run_1/class_map.png
Scale bar: 20 um. Fill, decap, tap and diode cells in grey.
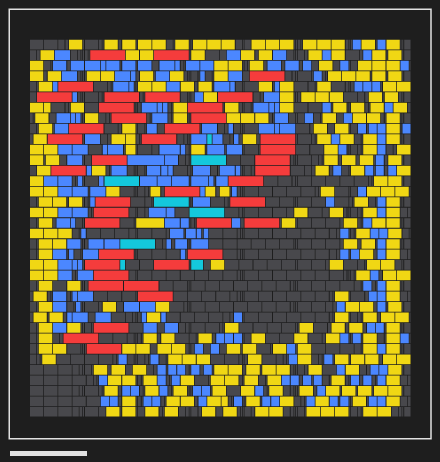
run_1/m4.png
Scale bar: 20 um. Supply wires on this layer in grey.
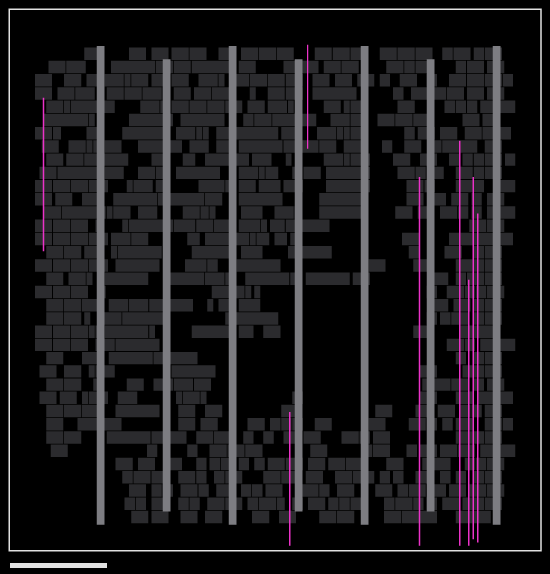
run_1/util_map.png
The die is cut into 11 by 11 equal tiles; white is low, dark blue is high, 0 to 100% covered.
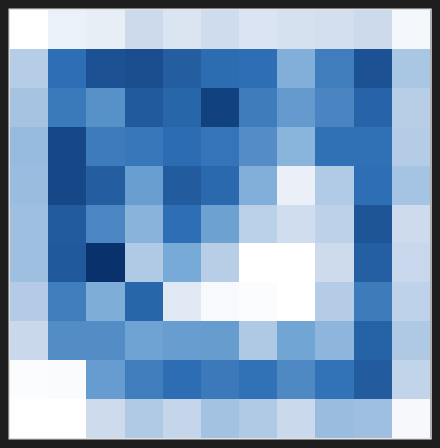
run_1/m1.png
Supply wires on this layer in grey.
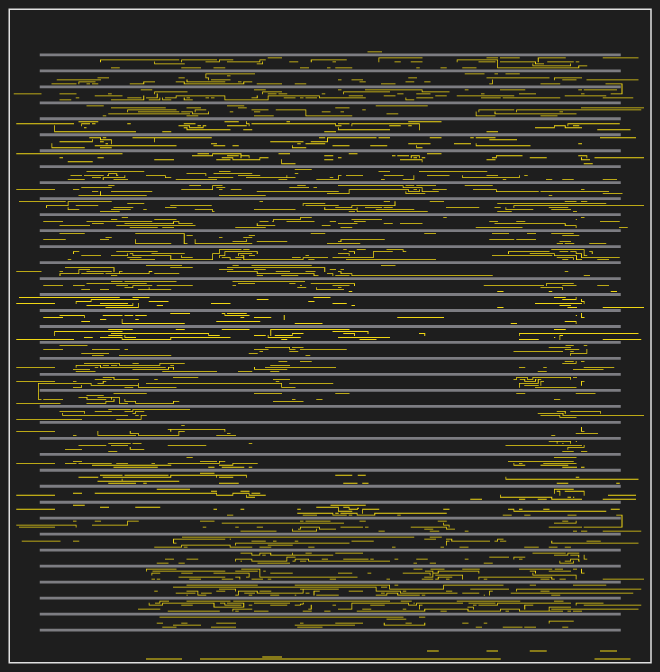
--- src/rtl/mem_arb_pkg.sv ---
// Shared types and widths for the two-master memory port arbiter.
package mem_arb_pkg;

    typedef enum logic [1:0] {
        IDLE    = 2'd0,
        GRANT_I = 2'd1,
        GRANT_D = 2'd2,
        RELEASE = 2'd3
    } arb_state_e;

    typedef enum logic [1:0] {
        OWNER_NONE = 2'd0,
        OWNER_I    = 2'd1,
        OWNER_D    = 2'd2
    } arb_owner_e;

    localparam int DEFAULT_BURST_LEN = 4;

    // The counter must be able to hold BURST_LEN itself, not just BURST_LEN-1.
    function automatic int beat_cnt_width(input int burst_len);
        return $clog2(burst_len + 1);
    endfunction

    localparam int BEAT_CNT_W = beat_cnt_width(DEFAULT_BURST_LEN);

endpackage

--- src/rtl/mem_arb_picker.sv ---
// Combinational winner selection between the I-side and D-side requests.
// MEM_ARB_ROUND_ROBIN_EN selects round-robin ties; otherwise D always wins ties.
module mem_arb_picker
    import mem_arb_pkg::*;
(
    input  logic       i_req,
    input  logic       d_req,
    input  logic       last_served_i,
    output arb_owner_e winner
);

    always_comb begin
        winner = OWNER_NONE;
        if (i_req && d_req) begin
`ifdef MEM_ARB_ROUND_ROBIN_EN
            winner = last_served_i ? OWNER_D : OWNER_I;
`else
            winner = OWNER_D;
`endif
        end else if (i_req) begin
            winner = OWNER_I;
        end else if (d_req) begin
            winner = OWNER_D;
        end
    end

`ifndef MEM_ARB_ROUND_ROBIN_EN
    logic unused_ptr;
    assign unused_ptr = last_served_i;
`endif

endmodule

--- src/rtl/mem_port_arbiter.sv ---
// Shares one burst memory port between the I-cache and D-cache; one owner per burst.
// Define MEM_ARB_ROUND_ROBIN_EN for round-robin tie breaking (default: D-side priority).
module mem_port_arbiter
    import mem_arb_pkg::*;
#(
    parameter int BURST_LEN  = 4,
    parameter int DATA_WIDTH = 32,
    parameter int ADDR_WIDTH = 32
) (
    input  logic                    clk,
    input  logic                    rst_n,
    input  logic                    i_read,
    input  logic [ADDR_WIDTH-1:0]   i_address,
    output logic [DATA_WIDTH-1:0]   i_rdata,
    output logic                    i_resp,
    output logic                    i_error,
    input  logic                    d_read,
    input  logic                    d_write,
    input  logic [ADDR_WIDTH-1:0]   d_address,
    input  logic [DATA_WIDTH-1:0]   d_wdata,
    input  logic [DATA_WIDTH/8-1:0] d_byte_enable,
    output logic [DATA_WIDTH-1:0]   d_rdata,
    output logic                    d_resp,
    output logic                    d_error,
    output logic                    mem_read,
    output logic                    mem_write,
    output logic [ADDR_WIDTH-1:0]   mem_address,
    output logic [DATA_WIDTH-1:0]   mem_wdata,
    output logic [DATA_WIDTH/8-1:0] mem_byte_enable,
    input  logic [DATA_WIDTH-1:0]   mem_rdata,
    input  logic                    mem_resp,
    input  logic                    pm_error
);

    localparam int CNT_W = beat_cnt_width(BURST_LEN);
    localparam logic [CNT_W-1:0] LAST_BEAT = CNT_W'(BURST_LEN - 1);

    arb_state_e              state_reg;
    logic [CNT_W-1:0]        beat_cnt_reg;
    logic                    mem_read_reg;
    logic                    mem_write_reg;
    logic [ADDR_WIDTH-1:0]   mem_address_reg;
    logic                    i_error_reg;
    logic                    d_error_reg;

    logic       own_i;
    logic       own_d;
    logic       grant_end;
    logic       d_req;
    logic       d_conflict;
    logic       last_served_i;
    arb_owner_e winner;

    assign own_i      = (state_reg == GRANT_I);
    assign own_d      = (state_reg == GRANT_D);
    // A D-side request is only legal with exactly one of read/write raised.
    assign d_conflict = d_read && d_write;
    assign d_req      = d_read ^ d_write;
    assign grant_end  = (own_i || own_d) &&
                        (pm_error || (mem_resp && (beat_cnt_reg == LAST_BEAT)));

    mem_arb_picker u_picker (
        .i_req         (i_read),
        .d_req         (d_req),
        .last_served_i (last_served_i),
        .winner        (winner)
    );

`ifdef MEM_ARB_ROUND_ROBIN_EN
    logic last_served_i_reg;

    // Reset value marks I as last served so the first tie goes to D.
    always_ff @(posedge clk or negedge rst_n) begin
        if (!rst_n) begin
            last_served_i_reg <= 1'b1;
        end else if (grant_end) begin
            last_served_i_reg <= own_i;
        end
    end

    assign last_served_i = last_served_i_reg;
`else
    assign last_served_i = 1'b1;
`endif

    always_ff @(posedge clk or negedge rst_n) begin
        if (!rst_n) begin
            state_reg       <= IDLE;
            beat_cnt_reg    <= '0;
            mem_read_reg    <= 1'b0;
            mem_write_reg   <= 1'b0;
            mem_address_reg <= '0;
            i_error_reg     <= 1'b0;
            d_error_reg     <= 1'b0;
        end else begin
            i_error_reg <= 1'b0;
            d_error_reg <= 1'b0;
            case (state_reg)
                IDLE: begin
                    beat_cnt_reg <= '0;
                    d_error_reg  <= d_conflict;
                    if (winner == OWNER_I) begin
                        state_reg       <= GRANT_I;
                        mem_read_reg    <= 1'b1;
                        mem_write_reg   <= 1'b0;
                        mem_address_reg <= i_address;
                    end else if (winner == OWNER_D) begin
                        state_reg       <= GRANT_D;
                        mem_read_reg    <= d_read;
                        mem_write_reg   <= d_write;
                        mem_address_reg <= d_address;
                    end
                end
                GRANT_I, GRANT_D: begin
                    if (grant_end) begin
                        state_reg       <= RELEASE;
                        mem_read_reg    <= 1'b0;
                        mem_write_reg   <= 1'b0;
                        mem_address_reg <= '0;
                        beat_cnt_reg    <= pm_error ? '0 : beat_cnt_reg + CNT_W'(1);
                        i_error_reg     <= pm_error && own_i;
                        d_error_reg     <= pm_error && own_d;
                    end else if (mem_resp) begin
                        beat_cnt_reg <= beat_cnt_reg + CNT_W'(1);
                    end
                end
                RELEASE: begin
                    state_reg    <= IDLE;
                    beat_cnt_reg <= '0;
                end
                default: begin
                    state_reg <= IDLE;
                end
            endcase
        end
    end

    // Beats reach only the owner, in the same cycle as mem_resp.
    assign i_resp          = own_i && mem_resp;
    assign d_resp          = own_d && mem_resp;
    assign i_rdata         = i_resp ? mem_rdata : '0;
    assign d_rdata         = d_resp ? mem_rdata : '0;
    assign i_error         = i_error_reg;
    assign d_error         = d_error_reg;
    assign mem_read        = mem_read_reg;
    assign mem_write       = mem_write_reg;
    assign mem_address     = mem_address_reg;
    assign mem_wdata       = own_d ? d_wdata : '0;
    assign mem_byte_enable = own_d ? d_byte_enable : '0;

endmodule

--- config.mk ---
export PLATFORM = sky130hd
export DESIGN_NAME = mem_port_arbiter
export DESIGN_NICKNAME = d
export VERILOG_FILES = /design/src/rtl/mem_arb_pkg.sv /design/src/rtl/mem_arb_picker.sv /design/src/rtl/mem_port_arbiter.sv
export SDC_FILE = /design/constraint.sdc
export NUM_CORES = 1
export LEC_CHECK = 0
export CORE_AREA = 5 5 104 106
export CTS_BUF_LIST = sky130_fd_sc_hd__clkbuf_16
export CTS_CLUSTER_DIAMETER = 50
export DETAILED_ROUTE_END_ITERATION = 10
export DIE_AREA = 0 0 109 111
export HOLD_SLACK_MARGIN = 0.15
export PLACE_DENSITY = 0.87
export SYNTH_ARGS = -nofsm -noshare
export SYNTH_HDL_FRONTEND = slang
export SYNTH_HIERARCHICAL = 1
export SYNTH_SLANG_ARGS = --single-unit
export TNS_END_PERCENT = 100
--- constraint.sdc ---
create_clock -name clk -period 3.16 [get_ports clk]
set_clock_uncertainty 0.1 [all_clocks]
set_input_delay 0.316 -clock clk [delete_from_list [all_inputs] [get_ports clk]]
set_output_delay 0.316 -clock clk [all_outputs]
set_load 0.01 [all_outputs]
==> metrics.yaml, run 1 <==
hold_path:
  min_to: "mem_address[20]"
  worstHoldStart: "mem_address[20]"
  hp-class: "flop to flop"
route:
  dr_wl_met3_um: 1360
  vias_per_cell: 4.59
  route.detailed.drc: 0
  firstDrtPassIters: 4
final_timing:
  drv_slew: 0
  hold_violations: 0
  finalSetupTns_ns: 0
  setup_viol: 0
  grt_setup_unrepaired: "false"
cells_and_area:
  largest_register_ffs: 32
  final_nets: 715
  logic_gates: 232
  flop_area_um2: 1030
  final.clkbuf_count: 5
  comb_share: 0.296
  n_antenna_cell: 0
  post-route-cell-area_um2: 5920
  buf_share: 0.476
  fillers: 808
power:
  p_int_mw: 2.58
  ir_drop_mv: 0.540
  power_density_nw_per_um2: 705
  total_power_mw: 4.17
  pwr-share-comb: 0.679
  pwr-share-clk: 0.117
status:
  outcome: "complete, no violations"
clocking:
  cts_tree: "yes"
  path_clk_slew_ns: 0.06
  clock_path_buffers: 2
  cts.sinks: 41
setup_path:
  critPathLaunchType: "flop"
  worstReg2RegEnd: "mem_address[8]"
  crit_type: "flop to primary output"
  crit_chain: "inv_1 > ha_1 > buf_4 > and2_1 > clkdlybuf4s50_1"
  critPathMaxStageDelay_ns: 0.63
  endpoint_kind: "primary output"
job:
  cap_violations: 0
placement:
  dp_hpwl_um: 10600
  place_inst: 692
synthesis:
  postSynthCellCount: 307
  synth_warnings: 6
grt:
  grtUsageTotal: 0.199
floorplan:
  boundaryPins: 277
Back to the opening pictures, class_map.png:
colour	class	cells	share of their area
blue	remaining logic cells	236	31%
red	registers	41	18%
yellow	remaining buffers and delay cells	283	49%
cyan	clock drivers and dummy loads	8	2.5%
FP Rows: 36
Placeable Area: 9680 um2
Final Core Density: 0.611

Back to the opening pictures, m4.png:
share of all routed wire	3.4%
wire length on this layer	434 um
vias: 3216
Routed WL: 12900 um

Back to the opening pictures, util_map.png:
emptiest ninth of the die	lower left
tiles over 75% full	22%
mean over tiles	48%
Initial Util: 0.303

Back to the opening pictures, m1.png:
longest straight run	51.1 um
share of all routed wire	34%
main direction	horizontal
nets with wire on the layer	605
wire length on this layer	4420 um
met1 Use GR: 0.202

run 1: power by group through the flow:
stage	logic [mW]	clock network (mW)	registers (mW)
floorplan	1.43	0	0.925
global placement	2.77	0	0.849
detailed placement	2.85	0	0.856
CTS	2.87	0.498	0.854
global route	3.04	0.521	0.879
finish	2.83	0.487	0.852
run 1: worst max-delay path by stage:
stage | startpoint | endpoint | cells past startpoint
after floorplan | d_read | mem_address[0] | 7
after global placement | d_read | mem_address[31] | 8
after detailed placement | d_read | mem_address[28] | 8
after CTS | state_reg[0] | mem_wdata[11] | 5
after global routing | state_reg[0] | mem_wdata[2] | 5
final | state_reg[0] | mem_wdata[8] | 5
run 1: layer usage:
layer,vias to the layer above,GRT usage
met1,1472,0.202
met5,-,0
met2,163,0.375
li1,1565,-
met3,16,0.0588
met4,0,0.0715
run_1/congestion_map.png
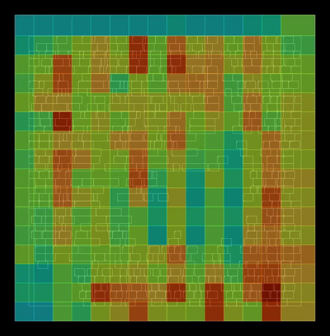

--- run 2 (diff from run 1) ---
--- a/config.mk
+++ b/config.mk
@@ -5,13 +5,13 @@
 export SDC_FILE = /design/constraint.sdc
 export NUM_CORES = 1
 export LEC_CHECK = 0
-export CORE_AREA = 5 5 104 106
+export CORE_MARGIN = 5
+export CORE_UTILIZATION = 28
 export CTS_BUF_LIST = sky130_fd_sc_hd__clkbuf_16
 export CTS_CLUSTER_DIAMETER = 50
 export DETAILED_ROUTE_END_ITERATION = 10
-export DIE_AREA = 0 0 109 111
 export HOLD_SLACK_MARGIN = 0.15
-export PLACE_DENSITY = 0.87
+export PLACE_DENSITY = 0.84
 export SYNTH_ARGS = -nofsm -noshare
 export SYNTH_HDL_FRONTEND = slang
 export SYNTH_HIERARCHICAL = 1
==> constraint.sdc (replaced) <==
create_clock -name clk -period 2.38 [get_ports clk]
set_clock_uncertainty 0.1 [all_clocks]
set_input_delay 0.238 -clock clk [delete_from_list [all_inputs] [get_ports clk]]
set_output_delay 0.238 -clock clk [all_outputs]
set_load 0.01 [all_outputs]
run_2/congestion_map.png
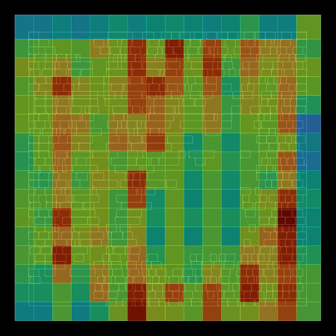
met1 Use GR: 0.207
GRT busiest layer: met2
Final Core Density: 0.598
GR Layer Usage met3: 0.0528
WL/cell: 18.0 um

run_2/util_map.png
The die is cut into 11 by 11 equal tiles; white is low, dark blue is high, 0 to 100% covered.
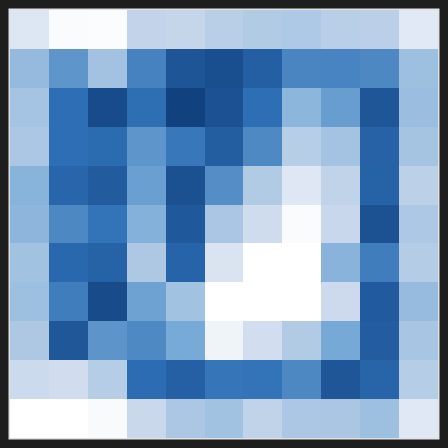
fullest tile	93%
nearly empty tiles	6.6%
mean over tiles	47%
Placeable Area: 10300 um2
Initial Util: 0.285

==> run 2 against run 1 <==
Hold slack better by 0.011 ns. Final area up 3.8%. Sequential share of layout area down 0.64 points.
==> metrics.yaml, run 2 <==
setup_path:
  crit_end: "mem_address[5]"
  critPathLaunch: "d_write"
  cp.depth: 8
  critPathLaunchType: "input port"
  worstReg2RegEnd: "mem_address[5]"
  endpoint_kind: "flop"
  crit_type: "input port to flop"
  crit_chain: "clkdlybuf4s50_1 > ha_1 > nor2b_2 > ha_4 > a221oi_4 > buf_6 > buf_12 > mux2_2"
  critPathMaxStageDelay_ns: 0.43
grt:
  grtUsageTotal: 0.184
clocking:
  cts.sinks: 41
  cts_tree: "yes"
  clock_path_buffers: 2
  path_clk_slew_ns: 0.06
  cts_root_buf: "clkbuf_16"
power:
  pwr-share-clk: 0.124
  power_sequential_mw: 1.14
  pwr-share-comb: 0.689
  ir_drop_mv: 0.742
  p_int_mw: 3.85
  comb_power_mw: 4.19
  p_clk_mw: 0.750
  top_power_group: "combinational logic"
  total_power_mw: 6.08
hold_path:
  worstHoldStart: "mem_address[28]"
  hp-class: "flop to flop"
floorplan:
  fp-row-count: 37
  boundaryPins: 277
placement:
  gp_congestion: 0.915
  place_inst: 699
  dp_hpwl_um: 9950
route:
  vias: 3319
  firstDrtPassIters: 4
  wirelength_um: 12800
  route.detailed.drc: 0
  dr_wl_met3_um: 1030
final_timing:
  finalSetupTns_ns: 0
  drv_slew: 0
  hold_violations: 0
synthesis:
  postSynthCellCount: 307
  synth_warnings: 6
cells_and_area:
  n_antenna_cell: 0
  final_nets: 723
  post-route-cell-area_um2: 6150
  drive_above_1_share: 0.102
  fillers: 865
job:
  warning_count: 30
  cap_violations: 0
status:
  outcome: "complete, no violations"
-- run 2: repair_timing --
action | 4_1_cts | 5_1_grt
pin swaps | 0 | 1
hold buffers | 1 | 0
gates cloned | 0 | 3
setup endpoints to repair | 3 | 125
gates resized | 2 | 14
buffers inserted | 0 | 1
hold endpoints to repair | 41 | 0
-- run 2: cell type report --
type / count / area, um2 / area share
repair buffers: 291 / 2990 / 0.487
clock inverters: 3 / 37.5 / 0.00611
multi-input cells: 232 / 1780 / 0.290
well taps: 136 / 170 / 0.0277
flip-flops and latches: 41 / 1030 / 0.167
inverters: 4 / 15.0 / 0.00244
clock buffers: 5 / 125 / 0.0204
-- run 2: per-layer routing --
metal	global-route usage	up-vias
met2	0.327	187
met5	0	-
met1	0.207	1522
li1	-	1582
met3	0.0528	28
met4	0.0769	0
--- run 3 (diff from run 2) ---
--- a/config.mk
+++ b/config.mk
@@ -5,6 +5,7 @@
 export SDC_FILE = /design/constraint.sdc
 export NUM_CORES = 1
 export LEC_CHECK = 0
+export CAP_MARGIN = 5
 export CORE_MARGIN = 5
 export CORE_UTILIZATION = 28
 export CTS_BUF_LIST = sky130_fd_sc_hd__clkbuf_16
run_3/util_map.png
The die is cut into 11 by 11 equal tiles; white is low, dark blue is high, 0 to 100% covered.
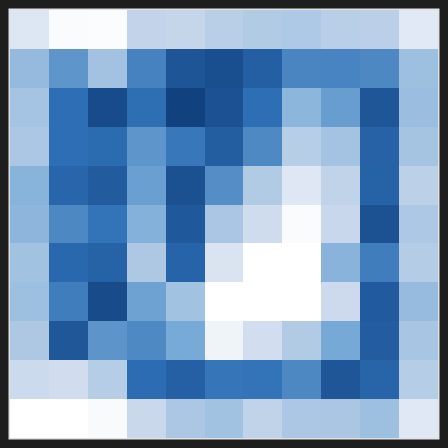
tiles over 75% full	24%
nearly empty tiles	6.6%
mean over tiles	47%
fullest tile	93%

run_3/m4.png
Scale bar: 20 um. Supply wires on this layer in grey.
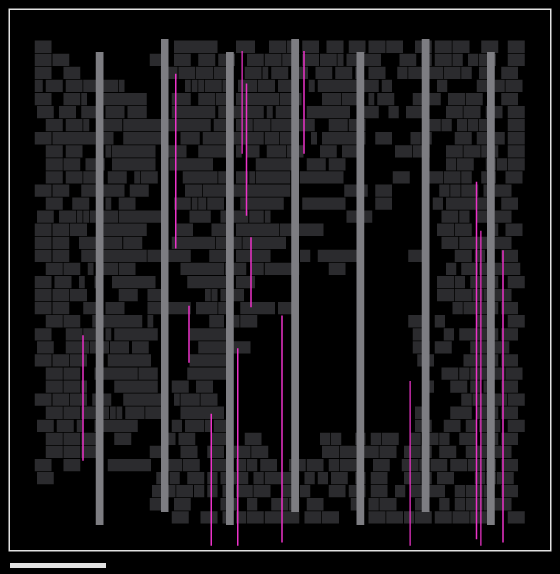
longest straight run	74.1 um
main direction	vertical
Routed WL: 12800 um
vias: 3319

==> run 3 against run 2 <==
Via count unchanged. Highest routed layer unchanged. Non-clock buffer count is the same. Sequential share of layout area stayed put. Count of clock-buffer cells in the layout stayed put. Die area is the same. Power stayed put. Final area is the same. Area after synthesis is the same. Fmax is the same. Global-route usage did not move. First-iteration DRC count did not move.
==> metrics.yaml, run 3 <==
status:
  outcome: "complete, no violations"
floorplan:
  boundaryPins: 277
  fp-row-count: 37
  well_tap_count: 136
  core_util_floorplan: 0.285
route:
  route.detailed.drc: 0
  vias_per_cell: 4.66
  wl_per_cell_um: 18.0
cells_and_area:
  seq_share: 0.167
  post-route-cell-area_um2: 6150
  final.clkbuf_count: 5
  flop_area_um2: 1030
  fillers: 865
  logic_gates: 232
  inverters: 4
  combGateArea_um2: 1780
  seq_cells: 41
  buf_share: 0.487
  comb_share: 0.290
  nNonClkBuffers: 291
  clock_cell_area_share: 0.0265
setup_path:
  critPathLaunchType: "input port"
  crit_type: "input port to flop"
  crit_end: "mem_address[5]"
  endpoint_kind: "flop"
clocking:
  cts.sinks: 41
  postCtsSetupBuffers: 0
  cts_root_buf: "clkbuf_16"
  postCtsHoldBufs: 1
  clock_path_buffers: 2
  cts_resized: 2
  path_clk_slew_ns: 0.06
  cts_tree: "yes"
placement:
  gp_congestion: 0.915
  dp_hpwl_um: 9950
  place_inst: 699
synthesis:
  postSynthCellCount: 307
  synth_warnings: 6
final_timing:
  setup_viol: 0
  hold_violations: 0
  drv_slew: 0
power:
  power_density_nw_per_um2: 988
  ir_drop_mv: 0.742
  total_power_mw: 6.08
job:
  cap_violations: 0
  warning_count: 30
hold_path:
  min_to: "mem_address[28]"
  worstHoldStart: "mem_address[28]"
  hp-class: "flop to flop"
## run 3: worst max-delay path, cell delays in order
cell and delay (ns):
clkdlybuf4s50_1 0.43, ha_1 0.33, nor2b_2 0.18, ha_4 0.24, a221oi_4 0.29, buf_6 0.18
buf_12 0.15, mux2_2 0.34
## run 3: report_power, final
part	switching, mW	internal, mW	leakage, nW
registers	0.155	0.984	0.530
logic	1.80	2.38	2.12
clock network	0.263	0.487	0.0826
total	2.22	3.85	2.73
## run 3: layer usage
layer	up-vias	global-route usage	wire length (um)
met1	1522	0.207	4910
met3	28	0.0528	1030
li1	1582	-	-
met5	-	0	0
met4	0	0.0769	505
met2	187	0.327	6400
Power and IR drop assume default switching activity.
